`src/rtl/exe_pkg.sv`:
```
// exe_pkg: opcode encodings and sequencer state shared by exe_engine and instr_sequencer
package exe_pkg;
    localparam int INSTR_W = 5;
    localparam logic [INSTR_W-1:0] OP_NOP  = 5'b00000;
    localparam logic [INSTR_W-1:0] OP_HALT = 5'b11111;
    typedef enum logic [2:0] {
        S_IDLE,
        S_FETCH,
        S_MEMWAIT,
        S_ISSUE,
        S_EXEC,
        S_HALTED
    } seq_state_e;
endpackage

```
`src/rtl/instr_sequencer.sv`:
```
// instr_sequencer: fetches opcodes from a synchronous memory and issues them to exe_engine one at a time
module instr_sequencer #(
    parameter int ADDR_W  = 8,
    parameter int INSTR_W = exe_pkg::INSTR_W,
    parameter int CNT_W   = 16
) (
    input  logic               clk,
    input  logic               reset,
    input  logic               start,
    output logic               mem_rd_en,
    output logic [ADDR_W-1:0]  mem_addr,
    input  logic [INSTR_W-1:0] mem_rdata,
    output logic [INSTR_W-1:0] instr,
    output logic               instr_valid,
    input  logic               exe_done,
    output logic               busy,
    output logic               halted,
    output logic [ADDR_W-1:0]  pc,
    output logic [CNT_W-1:0]   issue_count
);
    import exe_pkg::seq_state_e, exe_pkg::S_IDLE, exe_pkg::S_FETCH, exe_pkg::S_MEMWAIT;
    import exe_pkg::S_ISSUE, exe_pkg::S_EXEC, exe_pkg::S_HALTED;

    localparam logic [INSTR_W-1:0] HALT = INSTR_W'(exe_pkg::OP_HALT);
    localparam logic [INSTR_W-1:0] NOP  = INSTR_W'(exe_pkg::OP_NOP);

    seq_state_e state, state_d;
    logic       launch, load, running, last;

    assign launch  = (state == S_IDLE || state == S_HALTED) && start;
    assign load    = state == S_MEMWAIT && mem_rdata != HALT;
    assign running = (state == S_ISSUE || state == S_EXEC) && exe_done;
    assign last    = pc == '1;

    always_comb begin
        state_d = state;
        unique case (state)
            S_IDLE, S_HALTED: state_d = start ? S_FETCH : state;
            S_FETCH:          state_d = S_MEMWAIT;
            S_MEMWAIT:        state_d = load ? S_ISSUE : S_HALTED;
            S_ISSUE, S_EXEC:  state_d = !exe_done ? S_EXEC : (last ? S_HALTED : S_FETCH);
            default:          state_d = S_IDLE;
        endcase
    end

    // The count is bumped on entry to ISSUE so it already includes the opcode being pulsed.
    always_ff @(posedge clk or negedge reset) begin
        if (!reset) begin
            state       <= S_IDLE;
            pc          <= '0;
            issue_count <= '0;
            instr       <= NOP;
        end else begin
            state <= state_d;
            if (launch) begin
                pc          <= '0;
                issue_count <= '0;
            end else if (running && !last) begin
                pc <= pc + 1'b1;
            end
            if (load) begin
                instr <= mem_rdata;
                if (issue_count != '1)
                    issue_count <= issue_count + 1'b1;
            end
        end
    end

    assign mem_rd_en   = state == S_FETCH;
    assign mem_addr    = pc;
    assign instr_valid = state == S_ISSUE;
    assign busy        = state == S_FETCH || state == S_MEMWAIT || state == S_ISSUE || state == S_EXEC;
    assign halted      = state == S_HALTED;
endmodule

```
`config.mk`:
```
export PLATFORM = sky130hd
export DESIGN_NAME = instr_sequencer
export DESIGN_NICKNAME = d
export VERILOG_FILES = /design/src/rtl/exe_pkg.sv /design/src/rtl/instr_sequencer.sv
export SDC_FILE = /design/constraint.sdc
export NUM_CORES = 1
export LEC_CHECK = 0
export ABC_AREA = 1
export CAP_MARGIN = 20
export CORE_UTILIZATION = 49
export CTS_BUF_LIST = sky130_fd_sc_hd__clkbuf_8 sky130_fd_sc_hd__clkbuf_16
export DETAILED_ROUTE_END_ITERATION = 10
export GPL_TIMING_DRIVEN = 0
export PLACE_DENSITY = 0.8
export REMOVE_ABC_BUFFERS = 1
export SYNTH_ARGS = -nofsm -noshare
export SYNTH_HDL_FRONTEND = slang
export SYNTH_SLANG_ARGS = --single-unit
```
`constraint.sdc`:
```
create_clock -name clk -period 1.8 [get_ports clk]
set_clock_uncertainty 0.15 [all_clocks]
set_input_delay 0.18 -clock clk [delete_from_list [all_inputs] [get_ports clk]]
set_output_delay 0.18 -clock clk [all_outputs]
set_load 0.02 [all_outputs]
```
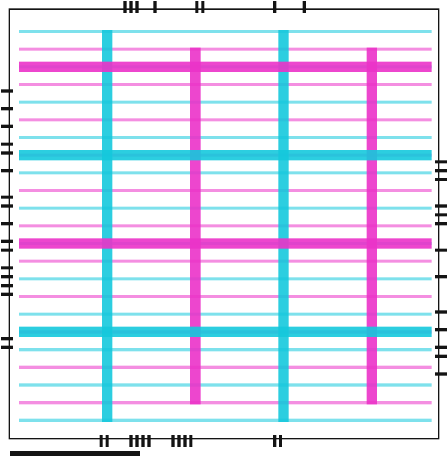
(run_1/pdn.png)
Bar = 20 um. Pins as bars on the die edge.
Key: cyan = VSS; magenta = VDD
The core has 22 rows. 23 met1 rails follow the rows. 4 straps on met4.
Die Ht: 65.86 um
Die Width: 65.86 um
Core ar.: 3799 um2
VDD IR max: 841.5 uV

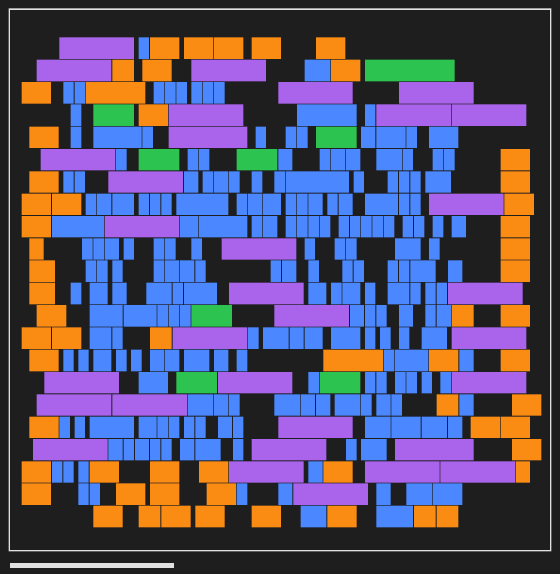
(run_1/cell_classes.png)
Bar = 20 um.
Key: blue = all other logic [cells 217, share of their area 44%]; purple = flip-flops [cells 32, share of their area 30%]; green = clock drivers and dummy loads [cells 8, share of their area 4.7%]; orange = other buffers and delay cells [cells 59, share of their area 22%]
std cell rows: 22
Final Core Density: 72.04%
fraction of area in registers: 29.36%
design area: 2736 um2

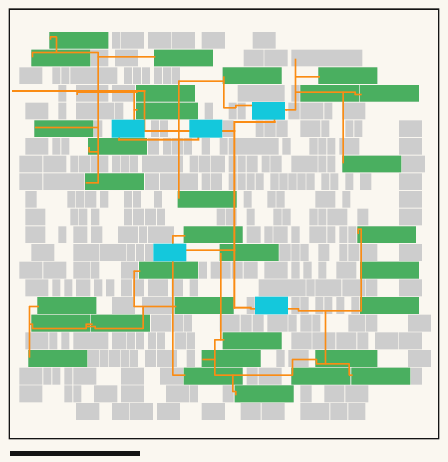
(run_1/clock_map.png)
Bar = 20 um.
Key: cyan = cells driving clock nets [count 5]; green = flip-flops [count 32]; orange = clock wires [length 415 um]
There are 6 routed clock nets. Position of the flops: spread over the die.
P_clk: 0.760 mW
Late-Pin Clk Latency: 0.28 ns

==> impl_metrics.tcl, run 1 <==
# place-and-route summary
set metrics [dict create \
    ys.flops 32 \
    grt.total_usage_pct 22.62 \
    fp-utilization_pct 52.60 \
    arrival_ns 1.42 \
    grt_pass1_wl_mm 7.590 \
    ff_type "dfrtp_1" \
    wirelength_mm 4.807 \
    cts_tree "built" \
    cp_num_cells 1 \
    synth-xor-area-share_pct 6.137 \
    edf_count 0 \
    firstDrtPassIters 4 \
    ys_warn_count 0 \
    htreeDepth 2 \
    syn_inst 259 \
    path_clk_slew_ns 0.07 \
    top_layer_used "met4" \
    grt_pass1_vias 1736 \
    max_stage_delay_ns 0.66 \
    power_frac_clock_pct 22.4 \
    outcome "finished, final reports clean" \
    met2_usage_pct 38.14 \
    max-slew-margin-rel_pct 52.27 \
    antenna_found_initial 0 \
    wirelength_met1_mm 2.073 \
    area_growth_pct 36.94 \
    crit_path_end "mem_addr[5]" \
    setup_tns_ns 0 \
    worstRegToRegCells 8 \
    endpoint_kind "primary output" \
    simple_gate_share_pct 37.07 \
    synthTopCellsByCount "78 x nand2_1, 34 x nor2_1, 32 x dfrtp_1, 31 x nand3_1, 17 x inv_1" \
    drive_gt1_share_pct 16.46 \
    r2r-end "issue_count[13]$_DFF_PN0_" \
    yosys_cells 259 \
    path_class "flip-flop to primary output" \
    initialDrtViolationCount 117 \
    crit_buf_inv 1 \
    post-route-period-util_pct 97.30 \
    path_max_fanout 6 \
    top_area_share_pct 40.08 \
    fmax_mhz 571.0 \
    ys_sh_mux_pct 0 \
    largest_area_cell "dfrtp_1" \
    comb_power_share_pct 47.5 \
    met3_usage_pct 5.000 \
    dr_wl_met2_mm 2.413 \
    power.internal_mw 2.003 \
    post-dp-hpwl_mm 2.898 \
    ys_sh_adder_pct 1.252 \
    seq_power_share_pct 30.1 \
    r2r-start "issue_count[0]$_DFF_PN0_" \
]
## run 1: cells in the final DEF (no fill, tap or decap), types with 6 or more instances in the layout
cell,count
xnor2_1,9
clkdlybuf4s50_1,44
dfrtp_1,30
nor2_1,32
clkbuf_8,7
inv_1,16
nand3_2,6
nand3_1,30
nand2_1,78
buf_4,7
## run 1: repair_timing
| action | 4_1_cts | 5_1_grt |
|---|---|---|
| hold buffers | 1 | 0 |
| buffers inserted | 0 | 9 |
| cloned | 1 | 2 |
| setup endpoints to repair | 28 | 26 |
| hold endpoints to repair | 32 | 0 |
| resized | 11 | 10 |
| pin swaps | 1 | 4 |
## run 1: through the flow
stage               area [um2]  total power, mW  hold WS [ns]  cells  worst slack (ns)
floorplan                 1881            1.829       -0.2656    246          -0.08384
CTS                       2604            3.152        0.3521    353           0.01471
detailed placement        2426            2.351        0.1230    343           -0.1554
finish                    2736            3.388        0.3279    364           0.04857
global placement          2431            2.323        0.3171    343           -0.2431
global route              2736            3.601        0.3821    364          -0.05285
## run 1: worst reg2reg max path, stage by stage, from the launching register on
cell	delay, ns
dfrtp_2	0.42
ha_1	0.22
nand3_2	0.15
inv_2	0.13
nand4_4	0.18
nand2_8	0.14
inv_1	0.11
nand2_1	0.09
nand2_1	0.05
## run 1: area by class of cell
cell class | count | area [um2]
fill | 311 | 1062
clock buffer | 7 | 96.34
sequential | 32 | 803.3
timing repair buffer | 59 | 580.6
tap | 48 | 60.06
multi-input combinational | 197 | 1091
clock inverter | 1 | 30.03
inverter | 20 | 75.07
## run 1: flip-flops by register name, summed over array words and instances, names as in the netlist
name and cells:
instr 5, issue_count 16, mem_addr 8, state 3
==> inputs of run 2 (changes only) <==
--- a/config.mk
+++ b/config.mk
@@ -9,6 +9,7 @@
 export CAP_MARGIN = 20
 export CORE_UTILIZATION = 49
 export CTS_BUF_LIST = sky130_fd_sc_hd__clkbuf_8 sky130_fd_sc_hd__clkbuf_16
+export CTS_CLUSTER_SIZE = 10
 export DETAILED_ROUTE_END_ITERATION = 10
 export GPL_TIMING_DRIVEN = 0
 export PLACE_DENSITY = 0.8
==> run 2 against run 1 <==
- wire length stayed put
- hold slack stayed put
- sequential share of layout area stayed put
- power stayed put
- largest cell class unchanged
- critical endpoint unchanged
- final area stayed put
- setup slack stayed put
- clock power hardly changed
- first-iteration DRC count stayed put
==> impl_metrics.tcl, run 2 <==
# place-and-route summary
set metrics [dict create \
    fmax_mhz 571.0 \
    post-route-period-util_pct 97.30 \
    finalCoreUtilization_pct 72.04 \
    grt_pass1_vias 1736 \
    ff_type "dfrtp_1" \
    ir_drop_uv 841.5 \
    firstDrtPassIters 4 \
    cp_num_cells 1 \
    hold_class "primary input to async pin" \
    largest_reg_flops 16 \
    arrival_ns 1.42 \
    largest_area_cell "dfrtp_1" \
    wirelength_mm 4.807 \
    ys_warn_count 0 \
    seq_power_share_pct 30.1 \
    synthTopCellsByCount "78 x nand2_1, 34 x nor2_1, 32 x dfrtp_1, 31 x nand3_1, 17 x inv_1" \
    clock_latency_ns 0.28 \
    comb_power_share_pct 47.5 \
    place_area_um2 2426 \
    ys.flops 32 \
    grt_pass1_wl_mm 7.590 \
    initialDrtViolationCount 117 \
    fin_hold_ws_ns 0.3279 \
    top_area_share_pct 40.08 \
    post-dp-hpwl_mm 2.898 \
    clk-power_mw 0.760 \
    cts_tree "built" \
    drive_gt1_share_pct 16.46 \
    fp-utilization_pct 52.60 \
    power_frac_clock_pct 22.4 \
    crit_buf_inv 1 \
    max-slew-margin-rel_pct 52.27 \
    core_um2 3799 \
    path_clk_slew_ns 0.07 \
    antenna_found_initial 0 \
    htreeDepth 2 \
    final.setup.worst_slack_ns 0.04857 \
    power.internal_mw 2.003 \
    fillCellCount 311 \
    setup_tns_ns 0 \
    outcome "finished, final reports clean" \
    instances_no_fill 364 \
    r2r-end "issue_count[13]$_DFF_PN0_" \
    area_growth_pct 36.94 \
    chipHeight_um 65.86 \
    lay_top_cells "78 x nand2_1, 44 x clkdlybuf4s50_1, 32 x nor2_1, 30 x nand3_1, 30 x dfrtp_1" \
    pre_cts_ws_ns -0.1554 \
    rsz0062_at_grt "true" \
    path_class "flip-flop to primary output" \
    fp-row-count 22 \
    clockBufferDepth 2 \
    final_area_um2 2736 \
    path_max_fanout 6 \
    top_register "issue_count" \
    max_stage_delay_ns 0.66 \
    portBuffers 49 \
    yosys_cells 259 \
    r2r-start "issue_count[0]$_DFF_PN0_" \
    grt.total_usage_pct 22.62 \
    lay_top_count "nand2_1" \
    crit_path_end "mem_addr[5]" \
    syn_inst 259 \
    edf_count 0 \
    endpoint_kind "primary output" \
    dp.cells 343 \
    die_w_um 65.86 \
    power_mw 3.388 \
]
==> run 2: cell counts after synthesis <==
No cell type changed its count.
==> run 2: final cells by class <==
cell class	count	area [um2]	share of cell area, %
well taps	48	60.06	2.195
flip-flops and latches	32	803.3	29.36
clock inverters	1	30.03	1.097
repair buffers	59	580.6	21.22
inverters	20	75.07	2.743
clock buffers	7	96.34	3.521
multi-input cells	197	1091	39.87
==> run 2: cell families (layout without fill, tap and decap cells) <==
family,Yosys count,after routing,share of synthesized area [%]
flip-flops,32,32,40.08
XOR/XNOR,14,14,6.137
adder cells (fa/ha/maj),2,2,1.252
AND-OR/OR-AND,17,17,5.823
buffers and inverters,33,87,9.643
AND/OR/NAND/NOR,161,164,37.07
==> run 2: worst min-delay path by stage <==
stage | slack [ns] | endpoint | startpoint | cells past startpoint
3_5_place_dp | 0.12 | issue_count[2]$_DFF_PN0_ | reset | 1
2_1_floorplan | -0.27 | instr[0]$_DFFE_PN0P_ | reset | 0
3_3_place_gp | 0.32 | instr[2]$_DFFE_PN0P_ | instr[2]$_DFFE_PN0P_ | 2
6_report | 0.33 | issue_count[2]$_DFF_PN0_ | reset | 2
4_1_cts | 0.35 | issue_count[2]$_DFF_PN0_ | reset | 2
5_1_grt | 0.38 | instr[1]$_DFFE_PN0P_ | mem_rdata[1] | 3
==> run 2: routing by layer <==
layer	GRT usage, %	vias up	routed length, um
met5	0	-	0
met4	6.793	0	33
met3	5.000	5	287
met2	38.14	62	2413
met1	28.62	895	2073
li1	-	939	-
==> run 2: repair_timing <==
| action | CTS | global route |
|---|---|---|
| gates resized | 11 | 10 |
| gates cloned | 1 | 2 |
| pin swaps | 1 | 4 |
| buffers inserted | 0 | 9 |
| hold buffers | 1 | 0 |
| endpoints found under the setup margin | 28 | 26 |
| hold endpoints to repair | 32 | 0 |
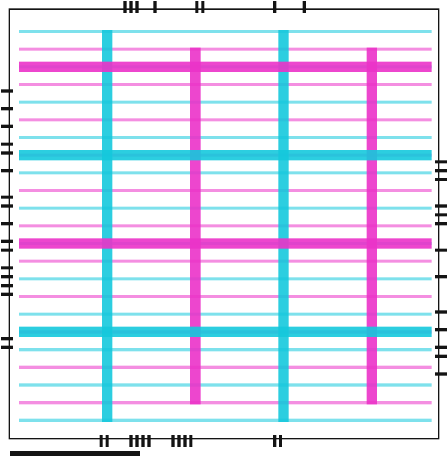
(run_2/pdn.png)
Bar = 20 um. Pins as bars on the die edge.
Key: cyan = VSS; magenta = VDD
23 met1 rails follow the rows. 4 straps on met5.

==> inputs of run 3 (changes only) <==
--- a/config.mk
+++ b/config.mk
@@ -8,7 +8,6 @@
 export ABC_AREA = 1
 export CAP_MARGIN = 20
 export CORE_UTILIZATION = 49
-export CTS_BUF_LIST = sky130_fd_sc_hd__clkbuf_8 sky130_fd_sc_hd__clkbuf_16
 export CTS_CLUSTER_SIZE = 10
 export DETAILED_ROUTE_END_ITERATION = 10
 export GPL_TIMING_DRIVEN = 0
==> run 3 against run 2 <==
- final area did not move
- clock-buffer cell count did not move
- first-iteration DRC count did not move
- flip-flop count did not move
- utilization did not move
- sequential power barely moved
- sequential share of layout area did not move
- cell count did not move
- critical path type unchanged
==> impl_metrics.tcl, run 3 <==
# place-and-route summary
set metrics [dict create \
    arrival_ns 1.42 \
    grt_pass1_wl_mm 7.590 \
    die_w_um 65.86 \
    ys_chip_area_um2 1998 \
    top_register "issue_count" \
    lay_top_count "nand2_1" \
    chipHeight_um 65.86 \
    dr_wl_met2_mm 2.413 \
    drive_gt1_share_pct 16.46 \
    wl_met3_um 287 \
    top_layer_used "met4" \
    ys_warn_count 0 \
    seqCellArea_um2 803.3 \
    pre_cts_ws_ns -0.1554 \
    worstRegToRegCells 8 \
    fin_hold_ws_ns 0.3279 \
    ys.flops 32 \
    largest_area_cell "dfrtp_1" \
    syn_inst 259 \
    path_clk_slew_ns 0.07 \
    edf_count 0 \
    fp-utilization_pct 52.60 \
    area_growth_pct 36.94 \
    fp-row-count 22 \
    fillCellCount 311 \
    htreeDepth 2 \
    portBuffers 49 \
    r2r-end "issue_count[13]$_DFF_PN0_" \
    lay_top_cells "78 x nand2_1, 44 x clkdlybuf4s50_1, 32 x nor2_1, 30 x nand3_1, 30 x dfrtp_1" \
    logic_area_um2 1091 \
    initialDrtViolationCount 117 \
    clock_latency_ns 0.28 \
    max_stage_delay_ns 0.66 \
    crit_path_end "mem_addr[5]" \
    cp_num_cells 1 \
    fmax_mhz 571.0 \
    clockBufferDepth 2 \
    max-slew-margin-rel_pct 52.27 \
    crit_buf_inv 1 \
    core_um2 3799 \
    cts_tree "built" \
    endpoint_kind "primary output" \
    outcome "finished, final reports clean" \
    grt_pass1_vias 1736 \
    yosys_cells 259 \
    r2r-start "issue_count[0]$_DFF_PN0_" \
    path_max_fanout 6 \
    finalCoreUtilization_pct 72.04 \
    top_area_share_pct 40.08 \
    post-dp-hpwl_mm 2.898 \
    top_cell "nand2_1" \
    wirelength_met1_mm 2.073 \
    rsz0062_at_grt "true" \
    synthTopCellsByCount "78 x nand2_1, 34 x nor2_1, 32 x dfrtp_1, 31 x nand3_1, 17 x inv_1" \
    firstDrtPassIters 4 \
]
[run 3: cell counts in the layout (fill, tap and decap cells not counted)]
No cell type changed its count.
[run 3: layout make-up]
| class | count | share of cell area, % |
|---|---|---|
| clock inverter | 1 | 1.097 |
| tap | 48 | 2.195 |
| sequential | 32 | 29.36 |
| timing repair buffer | 59 | 21.22 |
| clock buffer | 7 | 3.521 |
| multi-input combinational | 197 | 39.87 |
| inverter | 20 | 2.743 |
[run 3: metal layers]
layer / vias to the layer above / GRT usage [%]
met1: 895 / 28.62
met5: - / 0
met4: 0 / 6.793
met3: 5 / 5.000
li1: 939 / -
met2: 62 / 38.14
[run 3: repair_timing]
| action | 4_1_cts | 5_1_grt |
|---|---|---|
| buffers inserted | 0 | 9 |
| gates cloned | 1 | 2 |
| hold endpoints to repair | 32 | 0 |
| setup endpoints to repair | 28 | 26 |
| gates resized | 11 | 10 |
| hold buffers | 1 | 0 |
| pin swaps | 1 | 4 |
[run 3: through the flow]
step | TNS, ns | instances | power [mW] | area [um2]
floorplan | -0.8237 | 246 | 1.829 | 1881
global placement | -9.135 | 343 | 2.323 | 2431
detailed placement | -2.202 | 343 | 2.351 | 2426
CTS | 0 | 353 | 3.152 | 2604
global route | -0.3397 | 364 | 3.601 | 2736
finish | 0 | 364 | 3.388 | 2736
[run 3: logic make-up after synthesis]
| family | count (synthesis) | synth area share (%) |
|---|---|---|
| simple gates | 161 | 37.07 |
| buf+inv | 33 | 9.643 |
| flops | 32 | 40.08 |
| compound gates | 17 | 5.823 |
| xor+xnor | 14 | 6.137 |
| fa+ha+maj | 2 | 1.252 |
[run 3: power by group]
part / switching, mW / internal [mW] / total, mW
registers: 0.158 / 0.861 / 1.02
logic: 0.955 / 0.654 / 1.61
clock network: 0.272 / 0.488 / 0.760
total: 1.39 / 2.00 / 3.39
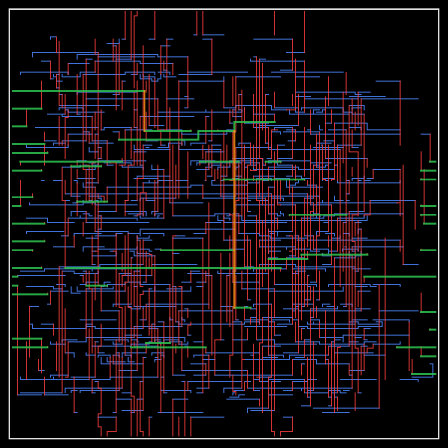
(run_3/metal_stack.png)
Key: orange = met4 [wire length 33.3 um]; blue = met1 [wire length 2,070 um]; red = met2 [wire length 2,410 um]; green = met3 [wire length 287 um]
total detailed-routing wirelength: 4.807 mm
GRT Overall Usage: 22.62%
WL/cell: 13.21 um

Power figures rest on the tool's default switching activity, not on a simulated workload.
